File: src/rtl/logic_unit_pipe.sv
// -----------------------------------------------------------------------------
// logic_unit_pipe
//
// Pipelined bitwise logic unit for the ALU datapath. One of eight logic ops is
// evaluated combinationally on the incoming operands. The result, its zero and
// parity flags and the caller's tag then travel through STAGES elastic
// register stages to the output port.
//
// Parameters
//   WIDTH   operand/result width in bits (>= 1)
//   STAGES  number of pipeline register stages, 1..8
//   TAG_W   width of the tag sideband (>= 1)
//
// Ports
//   clk        in   rising-edge clock
//   rst_n      in   asynchronous active-low reset
//   flush      in   synchronous flush, drops every in-flight op
//   in_valid   in   operands/op/tag valid
//   in_ready   out  unit accepts the op this cycle
//   op         in   operation select
//                     000 AND   001 OR    010 XOR   011 XNOR
//                     100 NOR   101 NAND  110 ANDN (a & ~b)  111 PASS_A
//   a, b       in   operands
//   in_tag     in   tag, returned unchanged with the result
//   out_valid  out  result valid
//   out_ready  in   downstream accepts the result
//   result     out  operation result
//   zero       out  result == 0
//   parity     out  XOR-reduction of result (1 = odd number of ones)
//   out_tag    out  tag of the presented result
//   busy       out  OR of all stage valid bits
//
// Handshake: a transfer happens on a rising edge where valid and ready are both
// high, on either side. in_ready does not depend on in_valid, and out_valid
// does not depend on out_ready. A source holding in_valid keeps its op, a, b
// and in_tag stable until the transfer. While out_valid is high and out_ready
// is low, out_valid, result, zero, parity and out_tag hold stable.
// -----------------------------------------------------------------------------
module logic_unit_pipe #(
    parameter int WIDTH  = 32,
    parameter int STAGES = 2,
    parameter int TAG_W  = 4
) (
    input  logic             clk,
    input  logic             rst_n,
    input  logic             flush,
    input  logic             in_valid,
    output logic             in_ready,
    input  logic [2:0]       op,
    input  logic [WIDTH-1:0] a,
    input  logic [WIDTH-1:0] b,
    input  logic [TAG_W-1:0] in_tag,
    output logic             out_valid,
    input  logic             out_ready,
    output logic [WIDTH-1:0] result,
    output logic             zero,
    output logic             parity,
    output logic [TAG_W-1:0] out_tag,
    output logic             busy
);

    generate
        if (STAGES < 1 || STAGES > 8) begin : g_bad_stages
            $error("logic_unit_pipe: STAGES must be in 1..8");
        end
    endgenerate

    localparam logic [2:0] OP_AND  = 3'b000;
    localparam logic [2:0] OP_OR   = 3'b001;
    localparam logic [2:0] OP_XOR  = 3'b010;
    localparam logic [2:0] OP_XNOR = 3'b011;
    localparam logic [2:0] OP_NOR  = 3'b100;
    localparam logic [2:0] OP_NAND = 3'b101;
    localparam logic [2:0] OP_ANDN = 3'b110;
    localparam logic [2:0] OP_PASS = 3'b111;

    // ------------------------------------------------------------------
    // Operation and flags, evaluated ahead of stage 0.
    // ------------------------------------------------------------------
    logic [WIDTH-1:0] w_res;
    logic             w_zero;
    logic             w_par;

    always_comb begin
        w_res = a;
        case (op)
            OP_AND:  w_res = a & b;
            OP_OR:   w_res = a | b;
            OP_XOR:  w_res = a ^ b;
            OP_XNOR: w_res = ~(a ^ b);
            OP_NOR:  w_res = ~(a | b);
            OP_NAND: w_res = ~(a & b);
            OP_ANDN: w_res = a & ~b;
            OP_PASS: w_res = a;
            default: w_res = a;
        endcase
    end

    assign w_zero = (w_res == '0);
    assign w_par  = ^w_res;

    // ------------------------------------------------------------------
    // Stage outputs gathered into module-level vectors/arrays.
    // ------------------------------------------------------------------
    logic [STAGES-1:0] w_v;
    logic [STAGES-1:0] w_zero_q;
    logic [STAGES-1:0] w_par_q;
    logic [WIDTH-1:0]  w_res_q [STAGES];
    logic [TAG_W-1:0]  w_tag_q [STAGES];

    // Stage k may load when any stage from k to the last is empty, or when
    // the last stage is draining. Writing it as a reduction over the tail of
    // w_v avoids a ripple chain of load terms and lets bubbles collapse.
    logic [STAGES-1:0] w_load;
    logic              w_in_ready;
    logic              w_in_fire;

    genvar g;
    generate
        for (g = 0; g < STAGES; g++) begin : g_load
            assign w_load[g] = out_ready | ~(&w_v[STAGES-1:g]);
        end
    endgenerate

    // Nothing is accepted in a flush cycle.
    assign w_in_ready = w_load[0] & ~flush;
    assign w_in_fire  = in_valid & w_in_ready;

    // ------------------------------------------------------------------
    // Pipeline stages. Stage 0 captures the computed values; later stages
    // copy their upstream neighbour. Data registers update only when the
    // stage loads; a stage that loads an empty slot may hold stale data,
    // which its cleared valid bit masks.
    // ------------------------------------------------------------------
    generate
        for (g = 0; g < STAGES; g++) begin : g_stage
            logic             r_v;
            logic [WIDTH-1:0] r_res;
            logic             r_zero;
            logic             r_par;
            logic [TAG_W-1:0] r_tag;

            logic             w_v_in;
            logic [WIDTH-1:0] w_res_in;
            logic             w_zero_in;
            logic             w_par_in;
            logic [TAG_W-1:0] w_tag_in;

            if (g == 0) begin : g_head
                assign w_v_in    = w_in_fire;
                assign w_res_in  = w_res;
                assign w_zero_in = w_zero;
                assign w_par_in  = w_par;
                assign w_tag_in  = in_tag;
            end else begin : g_body
                assign w_v_in    = w_v[g-1];
                assign w_res_in  = w_res_q[g-1];
                assign w_zero_in = w_zero_q[g-1];
                assign w_par_in  = w_par_q[g-1];
                assign w_tag_in  = w_tag_q[g-1];
            end

            always_ff @(posedge clk or negedge rst_n) begin
                if (!rst_n) begin
                    r_v    <= 1'b0;
                    r_res  <= '0;
                    r_zero <= 1'b0;
                    r_par  <= 1'b0;
                    r_tag  <= '0;
                end else begin
                    if (flush) begin
                        r_v <= 1'b0;
                    end else if (w_load[g]) begin
                        r_v <= w_v_in;
                    end
                    if (w_load[g]) begin
                        r_res  <= w_res_in;
                        r_zero <= w_zero_in;
                        r_par  <= w_par_in;
                        r_tag  <= w_tag_in;
                    end
                end
            end

            assign w_v[g]      = r_v;
            assign w_res_q[g]  = r_res;
            assign w_zero_q[g] = r_zero;
            assign w_par_q[g]  = r_par;
            assign w_tag_q[g]  = r_tag;
        end
    endgenerate

    // ------------------------------------------------------------------
    // Outputs come straight from the last stage.
    // ------------------------------------------------------------------
    assign in_ready  = w_in_ready;
    assign out_valid = w_v[STAGES-1];
    assign result    = w_res_q[STAGES-1];
    assign zero      = w_zero_q[STAGES-1];
    assign parity    = w_par_q[STAGES-1];
    assign out_tag   = w_tag_q[STAGES-1];
    assign busy      = |w_v;

endmodule

File: config.mk
export PLATFORM = sky130hd
export DESIGN_NAME = logic_unit_pipe
export DESIGN_NICKNAME = d
export VERILOG_FILES = /design/src/rtl/logic_unit_pipe.sv
export SDC_FILE = /design/constraint.sdc
export NUM_CORES = 1
export LEC_CHECK = 0
export ABC_AREA = 0
export CAP_MARGIN = 25
export CORE_MARGIN = 4
export CORE_UTILIZATION = 55
export CTS_CLUSTER_DIAMETER = 30
export DETAILED_ROUTE_END_ITERATION = 10
export PLACE_DENSITY = 0.82
export REMOVE_ABC_BUFFERS = 1
export SLEW_MARGIN = 20
export SYNTH_ARGS = -nofsm -noshare
export SYNTH_HDL_FRONTEND = slang
export SYNTH_SLANG_ARGS = --single-unit
export TNS_END_PERCENT = 20
File: constraint.sdc
create_clock -name clk -period 1.6 [get_ports clk]
set_input_delay 0.32 -clock clk [delete_from_list [all_inputs] [get_ports clk]]
set_output_delay 0.32 -clock clk [all_outputs]
set_load 0.02 [all_outputs]
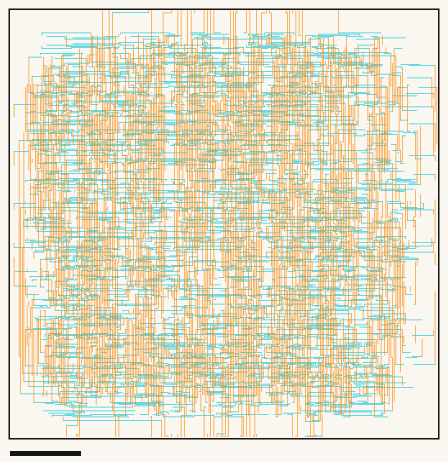
**Above:** run 1 (wiring by layer).
Scale bar: 20 um. Only two layers are drawn.
legend:
  orange:
    layer: metal 2
    wire_length: 15200 um
  cyan:
    layer: metal 1
    wire_length: 11100 um
DR WL/cell: 29.0 um
final wirelength: 33900 um
total track usage: 0.375

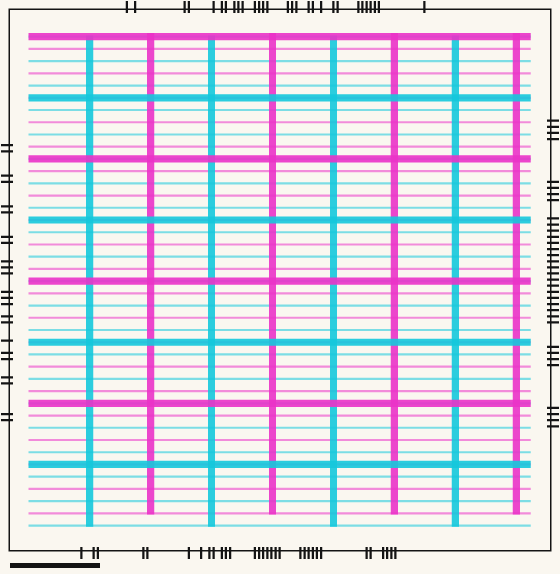
**Above:** run 1 (power grid).
Scale bar: 20 um. Pins as bars on the die edge.
legend:
  magenta:
    net: VDD
  cyan:
    net: VSS
rows: 40
signal pins: 117
met5 straps: 8
met4 straps: 8
met1 rails: 41
Chip Height: 120 um
die x size: 120 um
Worst VDD drop: 0.636 mV
core box area: 12200 sq um

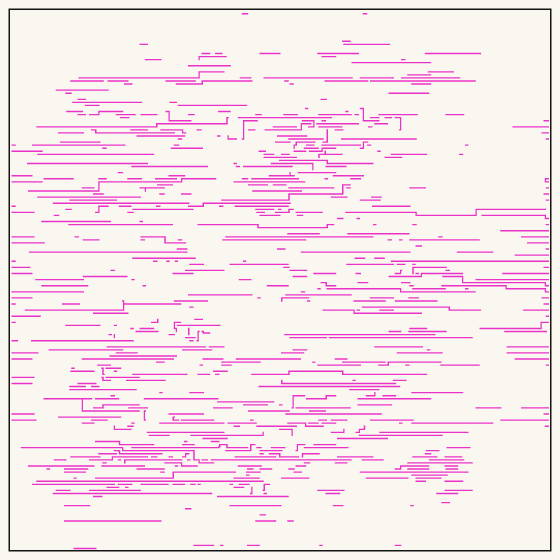
**Above:** run 1 (met3 routing).
wire length on this layer: 3820 um
main direction: horizontal
nets with wire on the layer: 313
vias: 7889
met3 Track Usage GR: 0.0907

==> impl_metrics.csv, run 1 <==
group,metric,value,unit
status,status,"finished with violations",
status,violations,"setup timing",
clocking,clk_pin_slew,60,ps
finish,fin_area,11100,sq um
logic_synthesis,area_leaders,"dfrtp_1 28%, ha_1 20%, mux2_2 6.7%",
clocking,cts_tree,"built",
finish,logic_gates,511,
finish,num-fill-cells,412,
finish,comb_area,5600,sq um
logic_synthesis,top_cells_by_count,"112 x ha_1, 78 x dfrtp_1, 77 x inv_1",
finish,seq_share,0.176,
die,ioPinCount,117,
finish,lay_top_cells,"165 x buf_4, 78 x dfrtp_1, 74 x ha_1",
placement,dp.cells,1101,
clocking,clockRootBuffer,"clkbuf_16",
setup_path,crit_end,"g_stage[0].r_par",
grt,grt_pass1_vias,7951,
logic_synthesis,synth-area-yosys,6920,sq um
logic_synthesis,simple_gate_share,0.0991,
timing,fin_setup_tns,-3830,ps
timing,rsz0062_at_grt,"true",
logic_synthesis,most_common_cell,"ha_1",
setup_path,reg2reg_depth,6,
finish,clk_share,0.0285,
logic_synthesis,adder_share,0.202,
routing,drt_first_pass_iters,6,
placement,io_buffers,116,
flow_run,tool_warnings,91,
setup_path,path_class,"in -> reg",
pwr,power_density,865,nW/um^2
setup_path,crit_path_cell_trace,"dlygate4sd2_1, inv_1, ha_4, nor2b_2, o22ai_2, a22oi_2, o2bb2ai_2, ha_4, xnor2_4, xnor2_2, xnor2_2, xnor2_2, mux2_4",
setup_path,cp.depth,13,
timing,setup_ws,-1200,ps
finish,bufAreaShareNonClock,0.246,
logic_synthesis,syn_area,6920,sq um
logic_synthesis,xor_share,0.0190,
pwr,p_leak,5.21,nW
logic_synthesis,top_area_frac,0.282,
logic_synthesis,ys_seq_frac,0.282,
grt,antenna_found_initial,1,
finish,clock_buffers,12,
finish,flops,78,
setup_path,timing.rr.start,"out_valid",
clocking,cts_buffers,9,
timing,fmax,357,MHz
routing,via_per_inst,6.75,
finish,synthToLayoutAreaGrowth,60.4,%
die,taps,168,
clocking,htreeDepth,3,
finish,final_core_util,0.913,
grt,grt_first_pass_wirelength,42500,um
logic_synthesis,synthAoiAreaFrac,0.223,
clocking,clock_sinks,78,
finish,nets,1183,
logic_synthesis,synthDistinctLibCells,40,
logic_synthesis,yosys_warnings,0,
setup_path,critPathSlowestCell,"a22oi_2",
grt,grt_max_degree,49,
clocking,clk_path_buf_depth,2,
routing,drt_first_iter_violations,1037,
logic_synthesis,synth_top_cell_by_area,"dfrtp_1",
finish,sh_comb_area,0.504,
placement,place_ws,-1540,ps
setup_path,rr_endpoint,"g_stage[0].r_res[2]",
routing,detail-route-antenna-nets,0,
logic_synthesis,syn_inst,716,
setup_path,crit_path_max_fanout,2,
logic_synthesis,synth-edff-count,0,
placement,place.detailed.hpwl,15100,um
finish,diodes,1,
finish,layout-drive-gt1-share,0.515,
timing,setup_viol,20,
finish,inverters_excl_clock,77,
die,rows,40,
timing,period_minus_slack,2800,ps
clocking,cts_setup_buffers,29,
logic_synthesis,async_flop_share,1.00,
timing,slew_viol_final,0,
logic_synthesis,synth.area.mux_share,0.0891,
die,chipArea,14400,sq um
setup_path,cpPeakStageDelay,440,ps
finish,flop_area,1950,sq um
logic_synthesis,synth.comb.largest_family,"AND-OR/OR-AND gates",
finish,final_cells,1169,
timing,finalCritPeriodShare,1.75,
timing,fin_worst_skew,8.76,ps
grt,overflow,0,
pwr,p_total,0.00961,W
setup_path,worst_ep_arrival_time,3030,ps
logic_synthesis,yosys_cells,716,
setup_path,crit_top_cell,"xnor2_2",
run 1: state kept, by name (all words and copies together) (netlist names):
| name | flops |
|---|---|
| result | 32 |
| parity | 1 |
| g_stage.r_v | 1 |
| g_stage.r_zero | 1 |
| zero | 1 |
| out_tag | 4 |
| out_valid | 1 |
| g_stage.r_par | 1 |
| g_stage.r_tag | 4 |
| g_stage.r_res | 32 |
run 1: metal layers:
layer / share of wire / up-vias / track usage
met5: 0 / - / 0
met4: 0.11 / 0 / 0.262
met3: 0.11 / 342 / 0.0907
met2: 0.45 / 781 / 0.643
met1: 0.33 / 3694 / 0.406
li1: - / 3072 / -
run 1: where the power goes:
group	leakage, nW	internal (W)	total (W)	switching (W)
registers	0.940	0.00227	0.00248	0.000214
logic	4.12	0.00248	0.00482	0.00234
clock network	0.157	0.00141	0.00230	0.000897
## Run 2: what changed since run 1
--- a/config.mk
+++ b/config.mk
@@ -6,11 +6,12 @@
 export NUM_CORES = 1
 export LEC_CHECK = 0
 export ABC_AREA = 0
-export CAP_MARGIN = 25
+export CAP_MARGIN = 20
 export CORE_MARGIN = 4
 export CORE_UTILIZATION = 55
 export CTS_CLUSTER_DIAMETER = 30
 export DETAILED_ROUTE_END_ITERATION = 10
+export MAX_ROUTING_LAYER = met4
 export PLACE_DENSITY = 0.82
 export REMOVE_ABC_BUFFERS = 1
 export SLEW_MARGIN = 20
==> impl_metrics.csv, run 2 <==
group,metric,value,unit
placement,placed_area,9210,sq um
clocking,clockRootBuffer,"clkbuf_16",
logic_synthesis,synth-edff-count,0,
logic_synthesis,area_leaders,"dfrtp_1 28%, ha_1 20%, mux2_2 6.7%",
logic_synthesis,async_flop_share,1.00,
die,die_w,120,um
logic_synthesis,syn_area,6920,sq um
grt,track_usage,0.697,
logic_synthesis,syn_inst,716,
clocking,ctsHoldBuffers,1,
timing,crit_endpoint,"g_stage[0].r_par$_DFFE_PN0N_/D",
logic_synthesis,syn_avg_cell_area,9.67,sq um
status,status,"stopped before the end",
logic_synthesis,top_cells_by_count,"112 x ha_1, 78 x dfrtp_1, 77 x inv_1",
clocking,cts_setup_buffers,33,
timing,worst-ep-kind,"register input",
grt,grt_max_degree,40,
die,chipHeight,120,um
logic_synthesis,ff_type,"dfrtp_1",
status,stop_stage,"5_1_grt",
logic_synthesis,top_area_frac,0.282,
logic_synthesis,ys_ff,78,
placement,place.gp.congestion,0.884,
logic_synthesis,synthDistinctLibCells,40,
clocking,cts_buffers,9,
logic_synthesis,yosys_cells,716,
logic_synthesis,yosys_warnings,0,
die,rows,40,
status,tool.error,"[ERROR GRT-0232] Routing congestion too high. Check the congestion heatmap in the GUI.",
die,fp_util,0.569,
clocking,clock_sinks,78,
die,ioPinCount,117,
placement,place_ws,-1580,ps
logic_synthesis,most_common_cell,"ha_1",
clocking,ctsResizeCount,510,
placement,io_buffers,116,
clocking,htreeDepth,3,
logic_synthesis,ys_seq_frac,0.282,
logic_synthesis,synth-area-yosys,6920,sq um
logic_synthesis,synth_top_cell_by_area,"dfrtp_1",
placement,place.detailed.hpwl,15200,um
clocking,clk_path_buf_depth,2,
grt,antenna_found_initial,5,
grt,overflow,9,
## run 2: logic make-up after synthesis
family / after synthesis / share of synthesized area
AND-OR/OR-AND: 191 / 0.223
AND/OR/NAND/NOR: 138 / 0.0991
buffers and inverters: 127 / 0.0850
adder cells (fa/ha/maj): 112 / 0.202
flip-flops: 78 / 0.282
multiplexers: 55 / 0.0891
XOR/XNOR: 15 / 0.0190
## run 2: routing by layer
metal / overflow / global-route usage
met5: - / -
met4: 3 / 0.709
met3: 0 / 0.485
met2: 6 / 0.870
met1: 0 / 0.678
## run 2: through the flow
step | hold slack [ps] | std cells | util | total power [W]
2_1_floorplan | 24.4 | 666 | - | 0.00411
3_3_place_gp | 240 | 1105 | 0.757 | 0.00535
3_5_place_dp | 250 | 1105 | 0.757 | 0.00553
4_1_cts | 439 | 1158 | 0.908 | 0.00877
## Run 3: what changed since run 2
--- a/config.mk
+++ b/config.mk
@@ -8,11 +8,9 @@
 export ABC_AREA = 0
 export CAP_MARGIN = 20
 export CORE_MARGIN = 4
-export CORE_UTILIZATION = 55
-export CTS_CLUSTER_DIAMETER = 30
+export CORE_UTILIZATION = 40
 export DETAILED_ROUTE_END_ITERATION = 10
-export MAX_ROUTING_LAYER = met4
-export PLACE_DENSITY = 0.82
+export PLACE_DENSITY_LB_ADDON = 0.15
 export REMOVE_ABC_BUFFERS = 1
 export SLEW_MARGIN = 20
 export SYNTH_ARGS = -nofsm -noshare
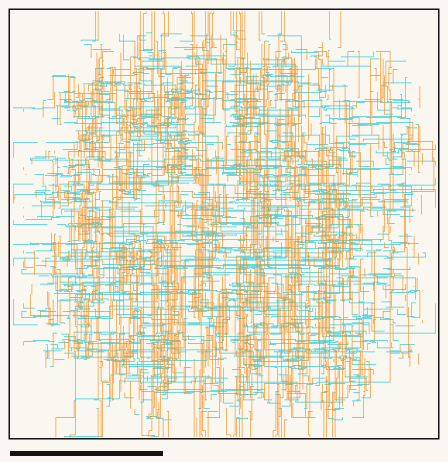
**Above:** run 3 (wiring by layer).
Scale bar: 50 um. Only two layers are drawn.
legend:
  orange:
    layer: metal 2
    wire_length: 12000 um
  cyan:
    layer: metal 1
    wire_length: 9450 um

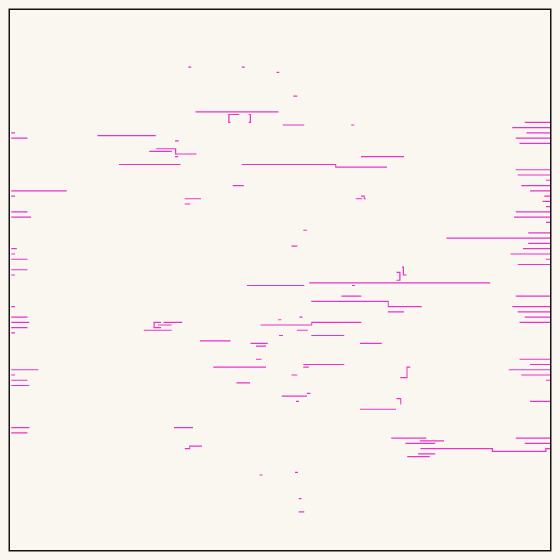
**Above:** run 3 (met3 routing).
wire length on this layer: 776 um
share of all routed wire: 3.4%
nets with wire on the layer: 103
main direction: horizontal
vias: 6562
met3 Track Usage GR: 0.0336
final wirelength: 22800 um

==> impl_metrics.csv, run 3 <==
group,metric,value,unit
clocking,cts_setup_buffers,46,
pwr,power-top-group,"combinational cells",
clocking,ctsHoldBuffers,0,
timing,finalCritPeriodShare,1.46,
logic_synthesis,top_area_frac,0.282,
pwr,power.share.clock,0.270,
routing,detail-route-antenna-nets,0,
grt,overflow,0,
placement,place.gp.congestion,0.846,
clocking,htreeDepth,3,
timing,rsz0062_at_grt,"true",
setup_path,reg2reg_depth,3,
finish,clk_share,0.0297,
finish,seq_share,0.171,
logic_synthesis,synthDistinctLibCells,40,
logic_synthesis,ys_seq_frac,0.282,
pwr,p_switching,0.00281,W
placement,dp.cells,1166,
clocking,clk_pin_slew,60,ps
routing,wl_per_cell,18.5,um
logic_synthesis,ys_ff,78,
flow_run,max_cap_viol_count,0,
setup_path,cp_top_family,"XOR/XNOR gates",
logic_synthesis,syn_avg_cell_area,9.67,sq um
grt,grt_pass1_vias,7140,
pwr,powerSeq,0.00244,W
logic_synthesis,area_leaders,"dfrtp_1 28%, ha_1 20%, mux2_2 6.7%",
clocking,clock_sinks,78,
logic_synthesis,top_cells_by_count,"112 x ha_1, 78 x dfrtp_1, 77 x inv_1",
grt,grt_max_degree,79,
clocking,ctsResizeCount,457,
die,chipHeight,140,um
placement,io_buffers,116,
logic_synthesis,yosys_warnings,0,
clocking,clockRootBuffer,"clkbuf_16",
grt,track_usage,0.229,
grt,use_met2,0.419,
die,fp_util,0.413,
timing,setup_viol,3,
timing,setup_ws,-732,ps
finish,final_core_util,0.679,
setup_path,worst_ep_arrival_time,2560,ps
die,rows,47,
pwr,power.internal,0.00606,W
placement,placed_area,9340,sq um
grt,busiest_layer,"met2",
grt,grt_use_met1,0.272,
setup_path,crit_path_cell_trace,"buf_12, buf_6, buf_8, buf_6, mux2i_1, a22o_1, nand2_1, o2bb2ai_4, ha_4, xor2_4, xnor2_2, xnor2_1, xnor2_1, mux2_4",
placement,place_ws,-1530,ps
status,violations,"setup timing",
die,ioPinCount,117,
setup_path,path_buffers,4,
min_path,holdCritPathClass,"in -> async",
grt,antenna_found_initial,0,
logic_synthesis,yosys_cells,716,
logic_synthesis,syn_area,6920,sq um
finish,flops,78,
status,status,"finished with violations",
finish,bufAreaShareNonClock,0.259,
routing,drt_first_iter_violations,314,
clocking,cts_buffers,9,
finish,nets,1199,
logic_synthesis,ff_type,"dfrtp_1",
routing,via_per_inst,5.31,
logic_synthesis,synth_top_cell_by_area,"dfrtp_1",
pwr,p_total,0.00887,W
logic_synthesis,synth-edff-count,0,
logic_synthesis,most_common_cell,"ha_1",
finish,fin_area,11400,sq um
clocking,clk_path_buf_depth,2,
logic_synthesis,syn_inst,716,
logic_synthesis,async_flop_share,1.00,
setup_path,timing.rr.start,"out_valid",
setup_path,critPathSlowestCell,"mux2_4",
pwr,sw_frac_of_total,0.317,
placement,place.detailed.hpwl,14900,um
setup_path,worstSetupStartpoint,"op[2]",
logic_synthesis,synth-area-yosys,6920,sq um
die,die_w,140,um
run 3: layer usage:
layer / vias up / share of wire
met5: - / 0
met4: 0 / 0.027
met3: 41 / 0.034
met2: 163 / 0.52
met1: 3241 / 0.41
li1: 3117 / -
run 3: cells by family (layout without fill, tap and decap cells):
group / Yosys count / count (layout) / share of synthesized area
XOR/XNOR: 15 / 15 / 0.0190
multiplexers: 55 / 55 / 0.0891
flip-flops: 78 / 78 / 0.282
adder cells (fa/ha/maj): 112 / 112 / 0.202
buffers and inverters: 127 / 426 / 0.0850
AND-OR/OR-AND: 191 / 191 / 0.223
AND/OR/NAND/NOR: 138 / 138 / 0.0991
**Run 3: signal wires on met2**

Scale bar: 50 um.
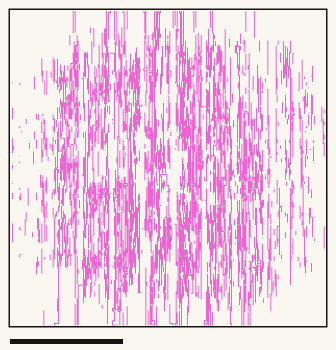

## Run 4: what changed since run 3
--- a/config.mk
+++ b/config.mk
@@ -5,14 +5,15 @@
 export SDC_FILE = /design/constraint.sdc
 export NUM_CORES = 1
 export LEC_CHECK = 0
-export ABC_AREA = 0
+export ABC_AREA = 1
 export CAP_MARGIN = 20
 export CORE_MARGIN = 4
 export CORE_UTILIZATION = 40
 export DETAILED_ROUTE_END_ITERATION = 10
 export PLACE_DENSITY_LB_ADDON = 0.15
 export REMOVE_ABC_BUFFERS = 1
-export SLEW_MARGIN = 20
+export SKIP_LAST_GASP = 1
+export SLEW_MARGIN = 0
 export SYNTH_ARGS = -nofsm -noshare
 export SYNTH_HDL_FRONTEND = slang
 export SYNTH_SLANG_ARGS = --single-unit
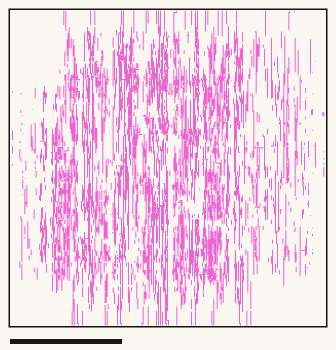
**Above:** run 4 (signal wires on met2).
Scale bar: 50 um.
longest straight run: 57.5 um
nets with wire on the layer: 1211
main direction: vertical

==> impl_metrics.csv, run 4 <==
group,metric,value,unit
clocking,cts_setup_buffers,56,
finish,comb_area,4930,sq um
routing,dr_wl_met2,10700,um
placement,place_ws,-1530,ps
clocking,clk_path_buf_depth,2,
timing,finalCritPeriodShare,1.34,
clocking,ctsResizeCount,261,
setup_path,worst_ep_arrival_time,2420,ps
finish,nets,1554,
grt,overflow,0,
flow_run,max_cap_viol_count,0,
die,ioPinCount,117,
die,fp_util,0.411,
routing,via_per_inst,4.82,
setup_path,cp_top_family,"simple AND/OR/NAND/NOR gates",
grt,track_usage,0.217,
status,violations,"setup timing",
placement,place.gp.congestion,0.840,
grt,grt_max_degree,50,
timing,rsz0062_at_grt,"true",
die,die_w,141,um
finish,final_core_util,0.639,
clocking,htreeDepth,3,
setup_path,critPathSlowestCell,"ha_4",
placement,placed_area,9600,sq um
placement,dp.cells,1512,
pwr,p_total,0.00828,W
die,rows,48,
pwr,p_switching,0.00293,W
pwr,powerSeq,0.00243,W
logic_synthesis,async_flop_share,1.00,
grt,grt_pass1_vias,7729,
min_path,holdCritPathClass,"in -> async",
grt,grt_use_met3,0.0233,
setup_path,path_buffers,5,
setup_path,timing.rr.start,"out_valid",
logic_synthesis,synthDistinctLibCells,30,
setup_path,worstSetupStartpoint,"op[2]",
logic_synthesis,top_area_frac,0.274,
pwr,power.share.clock,0.244,
logic_synthesis,ff_type,"dfrtp_1",
routing,drt_wl_total,22100,um
logic_synthesis,syn_inst,1071,
logic_synthesis,ys_seq_frac,0.274,
clocking,clockRootBuffer,"clkbuf_16",
timing,setup_ws,-541,ps
die,chipHeight,141,um
logic_synthesis,yosys_warnings,0,
logic_synthesis,yosys_cells,1071,
grt,use_met2,0.387,
grt,antenna_found_initial,0,
setup_path,crit_path_cell_trace,"buf_6, buf_8, nand2_2, buf_12, nor2_1, nor3_1, nand3_1, nor2_1, buf_4, ha_4, nand2_2, inv_1, nor2_2, o21ai_2, nand2_1, nand2_1, nand2_1, nand2_1, nand2_1, nand2_1, nand2_1",
timing,period_minus_slack,2140,ps
logic_synthesis,synth_top_cell_by_area,"dfrtp_1",
pwr,power-top-group,"combinational cells",
timing,setup_viol,35,
grt,busiest_layer,"met2",
status,status,"finished with violations",
clocking,ctsHoldBuffers,1,
logic_synthesis,area_leaders,"dfrtp_1 27%, ha_1 20%, nand2_1 15%",
logic_synthesis,ys_ff,78,
logic_synthesis,top_cells_by_count,"290 x nand2_1, 194 x inv_1, 145 x nor2_1",
routing,wl_met3,1330,um
logic_synthesis,syn_avg_cell_area,6.66,sq um
die,chipArea,20000,sq um
finish,fin_area,11100,sq um
routing,top_layer,"met4",
logic_synthesis,synth-area-yosys,7130,sq um
routing,detail-route-antenna-nets,0,
logic_synthesis,synth-edff-count,0,
routing,wl_per_cell,13.9,um
routing,dr_total_vias,7690,
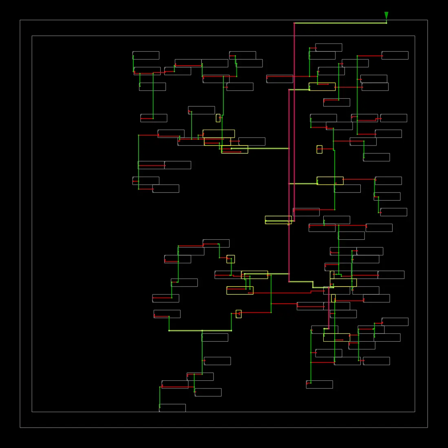
**Above:** run 4 (clock nets).
Clk Latency, worst-skew pair: 340 ps
CTS Buf Count: 9
flop count: 78
Clock Skews: 8.11 ps
CTS Sinks: 78

[run 4: logic make-up (layout without fill, tap and decap cells)]
family / after synthesis / after routing / synth area share
DFF: 78 / 78 / 0.274
buffers and inverters: 240 / 540 / 0.132
adders and majority gates: 112 / 112 / 0.197
AOI/OAI and AO/OA: 100 / 100 / 0.0836
xor gates and xnor gates: 3 / 3 / 0.00369
and+or+nand+nor: 538 / 538 / 0.310
[run 4: layout make-up]
type,count,share of cell area
Multi-Input combinational cell,753,0.444
Clock inverter,4,0.00428
Inverter,196,0.0674
Timing Repair Buffer,328,0.262
Sequential cell,78,0.176
Clock buffer,12,0.0213
Tap cell,225,0.0254
Power and IR drop assume default switching activity.
